### src/rtl/pipeline_ctrl.sv
`default_nettype none
// ============================================================================
// Module      : pipeline_ctrl
// Description : Control unit for a 5-stage MIPS-style pipeline. It has four
//               jobs:
//               - decode the ID-stage opcode into WB/MEM/EX control bundles;
//               - detect load-use hazards and insert a one-cycle bubble;
//               - redirect and flush the pipeline on a taken branch;
//               - sequence a halt through a short drain into a terminal
//                 HALTED state.
//               It also counts stall and flush events.
// Revision    : 1.0 - initial release
// ----------------------------------------------------------------------------
// Ports
//   clk            in   1   clock, rising-edge active
//   rst            in   1   asynchronous reset, active-low
//   instr_id       in  32   ID instruction: opcode[31:26] rs[25:21] rt[20:16]
//   ex_memread     in   1   ID/EX holds a load
//   ex_rt          in   5   rt of the ID/EX instruction
//   branch_taken   in   1   MEM-stage branch resolved taken
//   WBID           out  2   {RegWrite, MemtoReg}
//   MEID           out  3   {Branch, MemRead, MemWrite}
//   EXID           out  4   {RegDst, ALUOp1, ALUOp0, ALUSrc}
//   pc_we/ifid_we  out  1   PC and IF/ID write enables
//   pc_src         out  1   PC loads the branch target
//   flush_*        out  1   zero the control bundles of that pipeline register
//   illegal        out  1   unknown opcode in ID
//   done           out  1   pipeline drained after halt (registered)
//   stall_cnt      out 16   saturating load-use stall counter
//   flush_cnt      out 16   saturating branch flush counter
// ============================================================================
module pipeline_ctrl (
  input  logic        clk,
  input  logic        rst,
  input  logic [31:0] instr_id,
  input  logic        ex_memread,
  input  logic [4:0]  ex_rt,
  input  logic        branch_taken,
  output logic [1:0]  WBID,
  output logic [2:0]  MEID,
  output logic [3:0]  EXID,
  output logic        pc_we,
  output logic        ifid_we,
  output logic        pc_src,
  output logic        flush_ifid,
  output logic        flush_idex,
  output logic        flush_exmem,
  output logic        illegal,
  output logic        done,
  output logic [15:0] stall_cnt,
  output logic [15:0] flush_cnt
);

  localparam logic [1:0]  C_ST_RUN    = 2'd0;
  localparam logic [1:0]  C_ST_DRAIN  = 2'd1;
  localparam logic [1:0]  C_ST_HALTED = 2'd2;

  localparam logic [5:0]  C_OP_RTYPE  = 6'h00;
  localparam logic [5:0]  C_OP_LW     = 6'h23;
  localparam logic [5:0]  C_OP_SW     = 6'h2B;
  localparam logic [5:0]  C_OP_BEQ    = 6'h04;
  localparam logic [5:0]  C_OP_ADDI   = 6'h08;
  localparam logic [5:0]  C_OP_HALT   = 6'h3F;

  localparam logic [1:0]  C_DRAIN_LAST = 2'd2;
  localparam logic [15:0] C_CNT_MAX    = 16'hFFFF;

  logic [1:0]  state_q, state_d;
  logic [1:0]  drain_cnt_q, drain_cnt_d;
  logic [15:0] stall_cnt_q, stall_cnt_d;
  logic [15:0] flush_cnt_q, flush_cnt_d;
  logic        done_q, done_d;

  logic [5:0]  opcode;
  logic [4:0]  rs_id;
  logic [4:0]  rt_id;
  logic [8:0]  dec_bundle;   // {WB[1:0], ME[2:0], EX[3:0]}
  logic        dec_known;
  logic        load_use;
  logic [8:0]  bundle;
  logic        stall_inc;
  logic        flush_inc;
  logic        unused_instr_bits;

  assign opcode = instr_id[31:26];
  assign rs_id  = instr_id[25:21];
  assign rt_id  = instr_id[20:16];

  // Immediate/funct bits carry no control information.
  assign unused_instr_bits = ^instr_id[15:0];

  // Opcode decode.
  always_comb begin
    dec_bundle = 9'b0;
    dec_known  = 1'b1;
    case (opcode)
      C_OP_RTYPE: dec_bundle = {2'b11, 3'b000, 4'b0100};
      C_OP_LW:    dec_bundle = {2'b10, 3'b010, 4'b1001};
      C_OP_SW:    dec_bundle = {2'b00, 3'b001, 4'b1001};
      C_OP_BEQ:   dec_bundle = {2'b00, 3'b100, 4'b0010};
      C_OP_ADDI:  dec_bundle = {2'b11, 3'b000, 4'b1001};
      C_OP_HALT:  dec_bundle = 9'b0;
      default:    dec_known  = 1'b0;
    endcase
  end

  // $zero is never a real dependency, so ex_rt == 0 cannot cause a hazard.
  assign load_use = ex_memread && (ex_rt != 5'd0) &&
                    ((ex_rt == rs_id) || (ex_rt == rt_id));

  // Next-state and pipeline control.
  always_comb begin
    state_d     = state_q;
    drain_cnt_d = drain_cnt_q;
    stall_inc   = 1'b0;
    flush_inc   = 1'b0;
    bundle      = 9'b0;
    pc_we       = 1'b0;
    ifid_we     = 1'b0;
    pc_src      = 1'b0;
    flush_ifid  = 1'b0;
    flush_idex  = 1'b0;
    flush_exmem = 1'b0;

    case (state_q)
      C_ST_RUN: begin
        if (branch_taken) begin
          // Branch outranks load-use: the stalled instruction is flushed anyway.
          pc_src      = 1'b1;
          pc_we       = 1'b1;
          ifid_we     = 1'b1;
          flush_ifid  = 1'b1;
          flush_idex  = 1'b1;
          flush_exmem = 1'b1;
          bundle      = dec_bundle;
          flush_inc   = 1'b1;
        end else if (load_use) begin
          stall_inc = 1'b1;
        end else if (opcode == C_OP_HALT) begin
          // Halt bundles are all-zero; freeze fetch and start draining.
          state_d     = C_ST_DRAIN;
          drain_cnt_d = 2'd0;
        end else begin
          pc_we   = 1'b1;
          ifid_we = 1'b1;
          bundle  = dec_bundle;
        end
      end

      C_ST_DRAIN: begin
        if (branch_taken && (drain_cnt_q == 2'd0)) begin
          // The halt was on a wrong path: redirect and resume.
          pc_src      = 1'b1;
          pc_we       = 1'b1;
          ifid_we     = 1'b1;
          flush_ifid  = 1'b1;
          flush_idex  = 1'b1;
          flush_exmem = 1'b1;
          flush_inc   = 1'b1;
          state_d     = C_ST_RUN;
        end else begin
          flush_ifid  = 1'b1;
          drain_cnt_d = drain_cnt_q + 2'd1;
          if (drain_cnt_q == C_DRAIN_LAST) begin
            state_d = C_ST_HALTED;
          end
        end
      end

      C_ST_HALTED: begin
        state_d = C_ST_HALTED;
      end

      default: begin
        state_d = C_ST_RUN;
      end
    endcase

    // Keep the datapath quiet while reset is asserted.
    if (!rst) begin
      bundle      = 9'b0;
      pc_we       = 1'b0;
      ifid_we     = 1'b0;
      pc_src      = 1'b0;
      flush_ifid  = 1'b0;
      flush_idex  = 1'b0;
      flush_exmem = 1'b0;
    end
  end

  // Counter updates and done flag.
  always_comb begin
    stall_cnt_d = stall_cnt_q;
    flush_cnt_d = flush_cnt_q;
    if (stall_inc && (stall_cnt_q != C_CNT_MAX)) begin
      stall_cnt_d = stall_cnt_q + 16'd1;
    end
    if (flush_inc && (flush_cnt_q != C_CNT_MAX)) begin
      flush_cnt_d = flush_cnt_q + 16'd1;
    end
    done_d = (state_d == C_ST_HALTED);
  end

  always_ff @(posedge clk or negedge rst) begin
    if (!rst) begin
      state_q     <= C_ST_RUN;
      drain_cnt_q <= 2'd0;
      stall_cnt_q <= 16'd0;
      flush_cnt_q <= 16'd0;
      done_q      <= 1'b0;
    end else begin
      state_q     <= state_d;
      drain_cnt_q <= drain_cnt_d;
      stall_cnt_q <= stall_cnt_d;
      flush_cnt_q <= flush_cnt_d;
      done_q      <= done_d;
    end
  end

  assign WBID      = bundle[8:7];
  assign MEID      = bundle[6:4];
  assign EXID      = bundle[3:0];
  assign illegal   = ~dec_known;
  assign done      = done_q;
  assign stall_cnt = stall_cnt_q;
  assign flush_cnt = flush_cnt_q;

endmodule
`default_nettype wire

### config.mk
export PLATFORM = sky130hd
export DESIGN_NAME = pipeline_ctrl
export DESIGN_NICKNAME = d
export VERILOG_FILES = /design/src/rtl/pipeline_ctrl.sv
export SDC_FILE = /design/constraint.sdc
export NUM_CORES = 1
export LEC_CHECK = 0
export CAP_MARGIN = 20
export CELL_PAD_IN_SITES_DETAIL_PLACEMENT = 1
export CELL_PAD_IN_SITES_GLOBAL_PLACEMENT = 1
export CORE_ASPECT_RATIO = 1.25
export CORE_MARGIN = 2
export CORE_UTILIZATION = 28
export CTS_BUF_LIST = sky130_fd_sc_hd__clkbuf_8 sky130_fd_sc_hd__clkbuf_16
export DETAILED_ROUTE_END_ITERATION = 7
export GPL_TIMING_DRIVEN = 0
export PLACE_DENSITY_LB_ADDON = 0.1
export SLEW_MARGIN = 20
export SYNTH_ARGS = -nofsm -noshare
export SYNTH_HDL_FRONTEND = slang
export SYNTH_SLANG_ARGS = --single-unit
### constraint.sdc
create_clock -name clk -period 1.9 [get_ports clk]
set_input_delay 0.285 -clock clk [delete_from_list [all_inputs] [get_ports clk]]
set_output_delay 0.285 -clock clk [all_outputs]
set_load 0.1 [all_outputs]
Figure 1. Metal 2 (run 1).
The bar under the picture is 20 microns long.
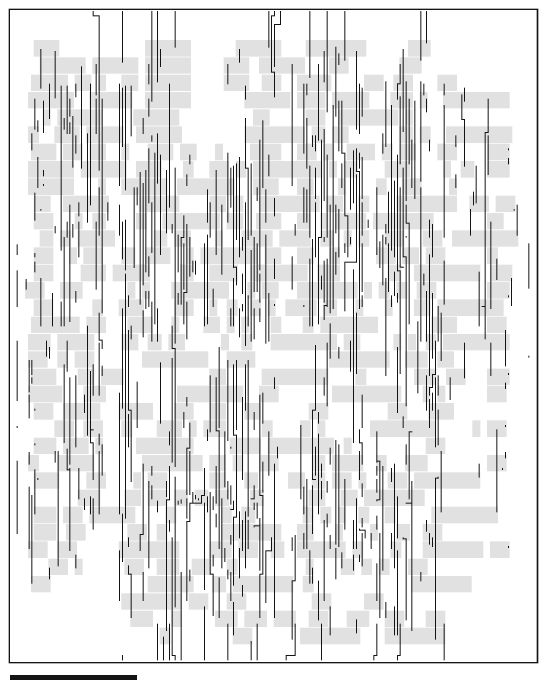
main direction: vertical
nets with wire on the layer: 356

Figure 2. A small window of the routed layout (run 1).
The bar under the picture is 10 microns long. Region (21, 11) to (61, 51) microns. Cells in grey, sequential cells in the stronger grey; small squares are vias.
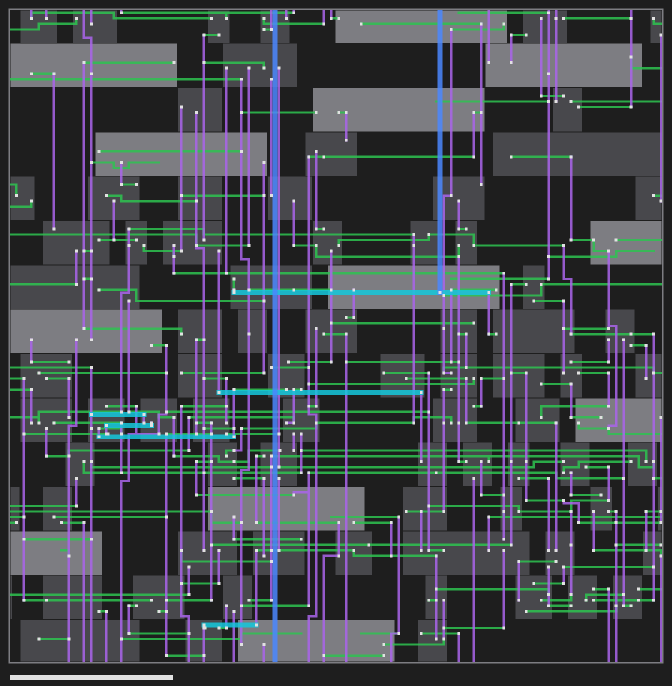
legend:
  blue:
    layer: M4
  purple:
    layer: M2
  green:
    layer: M1
  cyan:
    layer: M3
sequential cells in the window: 11
most frequent: nand3_1 (12), xnor2_1 (9), buf_4 (9)
netlist names of flops here include: `stall_cnt` (10), `flush_cnt` (1)
cells with their middle in the window: 85

==> results.toml, run 1 <==
# synthesis and place-and-route metrics
[synthesis]
floorplan.nets = 282
postSynth.asyncResetShare_pct = 100
synth_compound_gate_area_share_pct = 9.08
post_synth_xor_area_fraction_pct = 14.5
synthesis.yosys.warnings = 0
ys_sh_mux_pct = 1.49
synthDominantAreaCellType = "sky130_fd_sc_hd__dfrtp_1"

[floorplan]
floorplan.io_pins = 90
placement_rows = 35
floorplan.die_area_sq_um = 8500

[clock_network]
cts-resized-gates = 235
cts_tree = "built"
total_clock_buffers_created_by_cts = 5
number_of_h_tree_levels = 2
cts_max_path_buffers = 2
clock_insertion_delay_at_the_later_pin_of_the_skew_report_ns = 0.30
clock_sink_count = 37

[power]
switching_share_pct = 22.4
powerDensity_nw_per_um2 = 455

[timing]
clock_skew_ns = 0.00833
relSlewSlack_pct = 35.4
setup-violations-final = 13
final_worst_path_setup_slack_ns = -0.456
hold_slack_ns = -0.0967
final_hold_viol_count = 13
post-route-min-period_ns = 2.36

[routing]
wl_met3_microns = 294
wire_per_inst_microns = 15.3
met1Wirelength_microns = 2700

[place]
place.detailed.instances = 403

[global_routing]
grt.busiest_layer = "met2"

[setup_path]
slack_of_the_worst_reg_to_reg_path_ns = 0.02
critical_path.max_stage_delay_ns = 0.53
crit_path_cell_count = 7
critical_path.startpoint_type = "input port"
regToRegStartpoint = "flush_cnt[6]"
critical-path-slowest-cell = "sky130_fd_sc_hd__or4_4"

[run_status]
outcome = "finished with violations"
failed_checks = "negative hold slack, negative setup slack"

[run]
tool_warnings = 48

[min_path]
worstHoldPathType = "in -> async"

[finish]
diodes = 0
Figure 3. Met1 routing (run 1).
The bar under the picture is 20 microns long. Supply wires on this layer in grey.
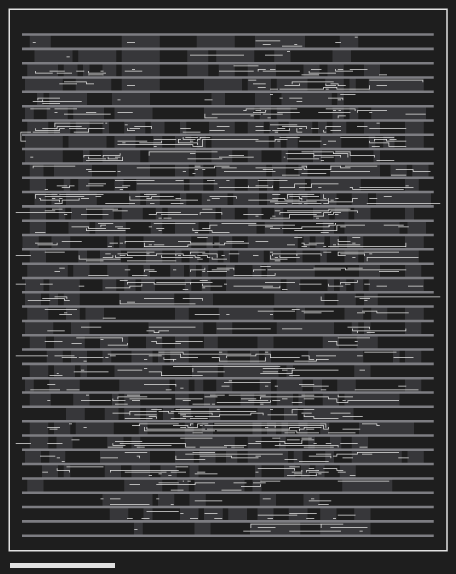
wire length on this layer: 2,700 microns
main direction: horizontal
share of all routed wire: 40%
longest straight run: 22.5 microns
nets with wire on the layer: 315

Figure 4. Drive-strength map (run 1).
The bar under the picture is 20 microns long.
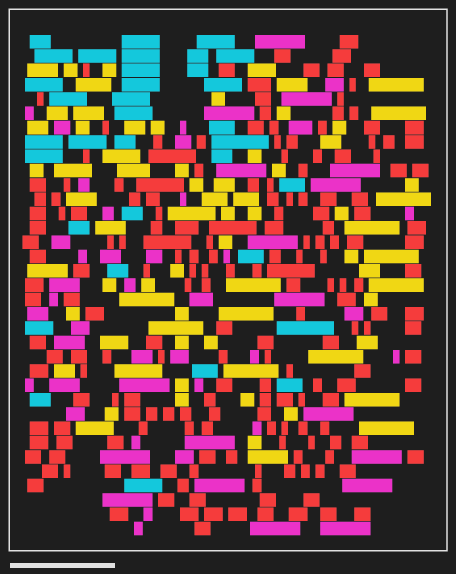
legend:
  cyan:
    size: x6 and larger
    cells: 34
    share: 9.6%
    most_used: buf_12
  yellow:
    size: x3 and x4
    cells: 72
    share: 20%
    most_used: buf_4
  red:
    size: x1 and smaller
    cells: 195
    share: 55%
    most_used: xnor2_1
  magenta:
    size: x2
    cells: 54
    share: 15%
    most_used: dfrtp_2

-- run 1: final cells by class --
type                            count  area (sq um)
Buffer                              8          98.8
Multi-Input combinational cell    185          1480
Fill cell                         859          3490
Clock buffer                        5          68.8
Clock inverter                      3          65.1
Timing Repair Buffer              110          1100
Tap cell                           92           115
Inverter                            7          26.3
Sequential cell                    37          1000
-- run 1: through the flow --
step	total power (W)	area [sq um]	util, %	setup WS, ns	hold WS (ns)
final	0.00180	3950	53.1	-0.456	-0.0967
after global routing	0.00186	3950	53.1	-0.500	-0.0894
after CTS	0.00180	3690	49.6	-0.538	-0.0912
after detailed placement	0.000952	3270	43.9	-1.90	0.233
after global placement	0.000946	3260	43.7	-2.87	0.472
after floorplan	0.000855	2410	-	-0.978	-0.0106
==> run 1 -> run 2 <==
--- a/config.mk
+++ b/config.mk
@@ -13,7 +13,6 @@
 export CORE_UTILIZATION = 28
 export CTS_BUF_LIST = sky130_fd_sc_hd__clkbuf_8 sky130_fd_sc_hd__clkbuf_16
 export DETAILED_ROUTE_END_ITERATION = 7
-export GPL_TIMING_DRIVEN = 0
 export PLACE_DENSITY_LB_ADDON = 0.1
 export SLEW_MARGIN = 20
 export SYNTH_ARGS = -nofsm -noshare
Figure 5. Metal 2 (run 2).
The bar under the picture is 20 microns long.
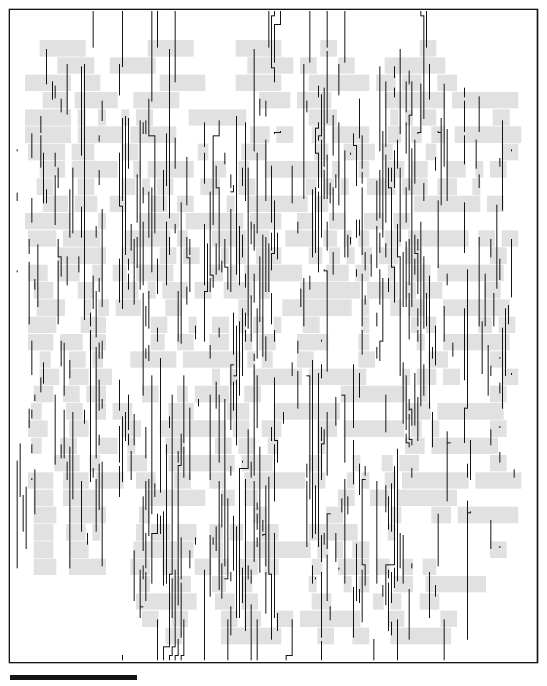
main direction: vertical
longest straight run: 40.1 microns
nets with wire on the layer: 348
wire length on this layer: 3,550 microns

Figure 6. Met1 routing (run 2).
The bar under the picture is 20 microns long. Supply wires on this layer in grey.
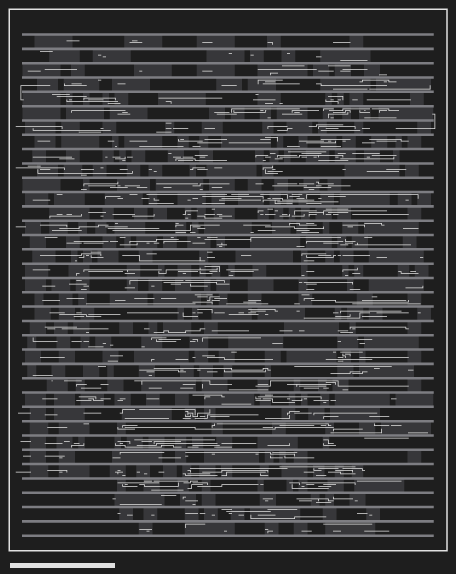
wire length on this layer: 2,570 microns
share of all routed wire: 39%
main direction: horizontal

==> results.toml, run 2 <==
# synthesis and place-and-route metrics
[finish]
comb_area_sq_um = 1420
diodes = 0
multiInputCombCellCount = 185
sequential_cell_total = 37
non_clock_buffer_area_share_pct = 30.8
signal_buffers = 123

[timing]
final_worst_path_setup_slack_ns = -0.394
post-route-min-period_ns = 2.29
relSlewSlack_pct = 67.7
setup-violations-final = 11

[clock_network]
cts-resized-gates = 48
cts_tree = "built"
number_of_h_tree_levels = 2
clock_insertion_delay_at_the_later_pin_of_the_skew_report_ns = 0.30

[place]
place.detailed.instances = 434

[power]
powerDensity_nw_per_um2 = 436

[synthesis]
postSynth.asyncResetShare_pct = 100
floorplan.nets = 282

[run_status]
outcome = "finished with violations"
failed_checks = "negative setup slack"

[setup_path]
critical-path-slowest-cell = "sky130_fd_sc_hd__or4_4"
Figure 7. Drive-strength map (run 2).
The bar under the picture is 20 microns long.
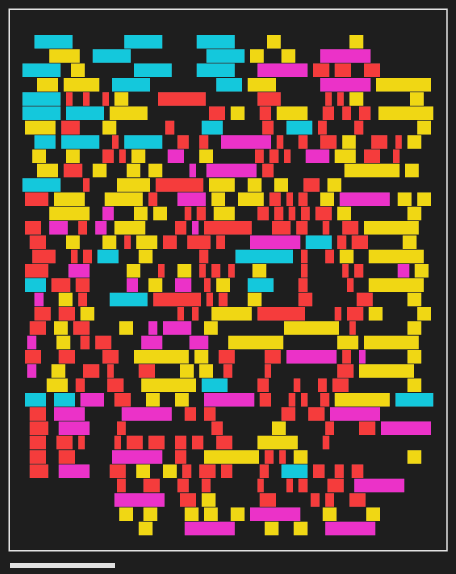
legend:
  cyan:
    size: x6 and larger
    cells: 30
    share: 8.3%
    most_used: buf_12
  yellow:
    size: x3 and x4
    cells: 114
    share: 32%
    most_used: buf_4
  red:
    size: x1 and smaller
    cells: 174
    share: 48%
    most_used: xnor2_1
  magenta:
    size: x2
    cells: 42
    share: 12%
    most_used: dfrtp_2

## run 2: worst paths after layout
kind / endpoint / start / cells past startpoint
worst max-delay path: WBID[1] / ex_rt[2] / 7
worst min-delay path: state_q[0] / rst / 2
worst max register to register: flush_cnt[1] / flush_cnt[6] / 5
worst min register to register: stall_cnt[14] / stall_cnt[14] / 1
max in group asynchronous: flush_cnt[11] / rst / 2
min in group clk: stall_cnt[14] / stall_cnt[14] / 1
## run 2: logic make-up after synthesis
logic type | synth area share [%]
AOI/OAI and AO/OA | 9.08
xor gates and xnor gates | 14.5
adders and majority gates | 2.30
buffers and inverters | 3.51
DFF | 42.5
muxes | 1.49
and+or+nand+nor | 26.6
Power and IR drop assume default switching activity.
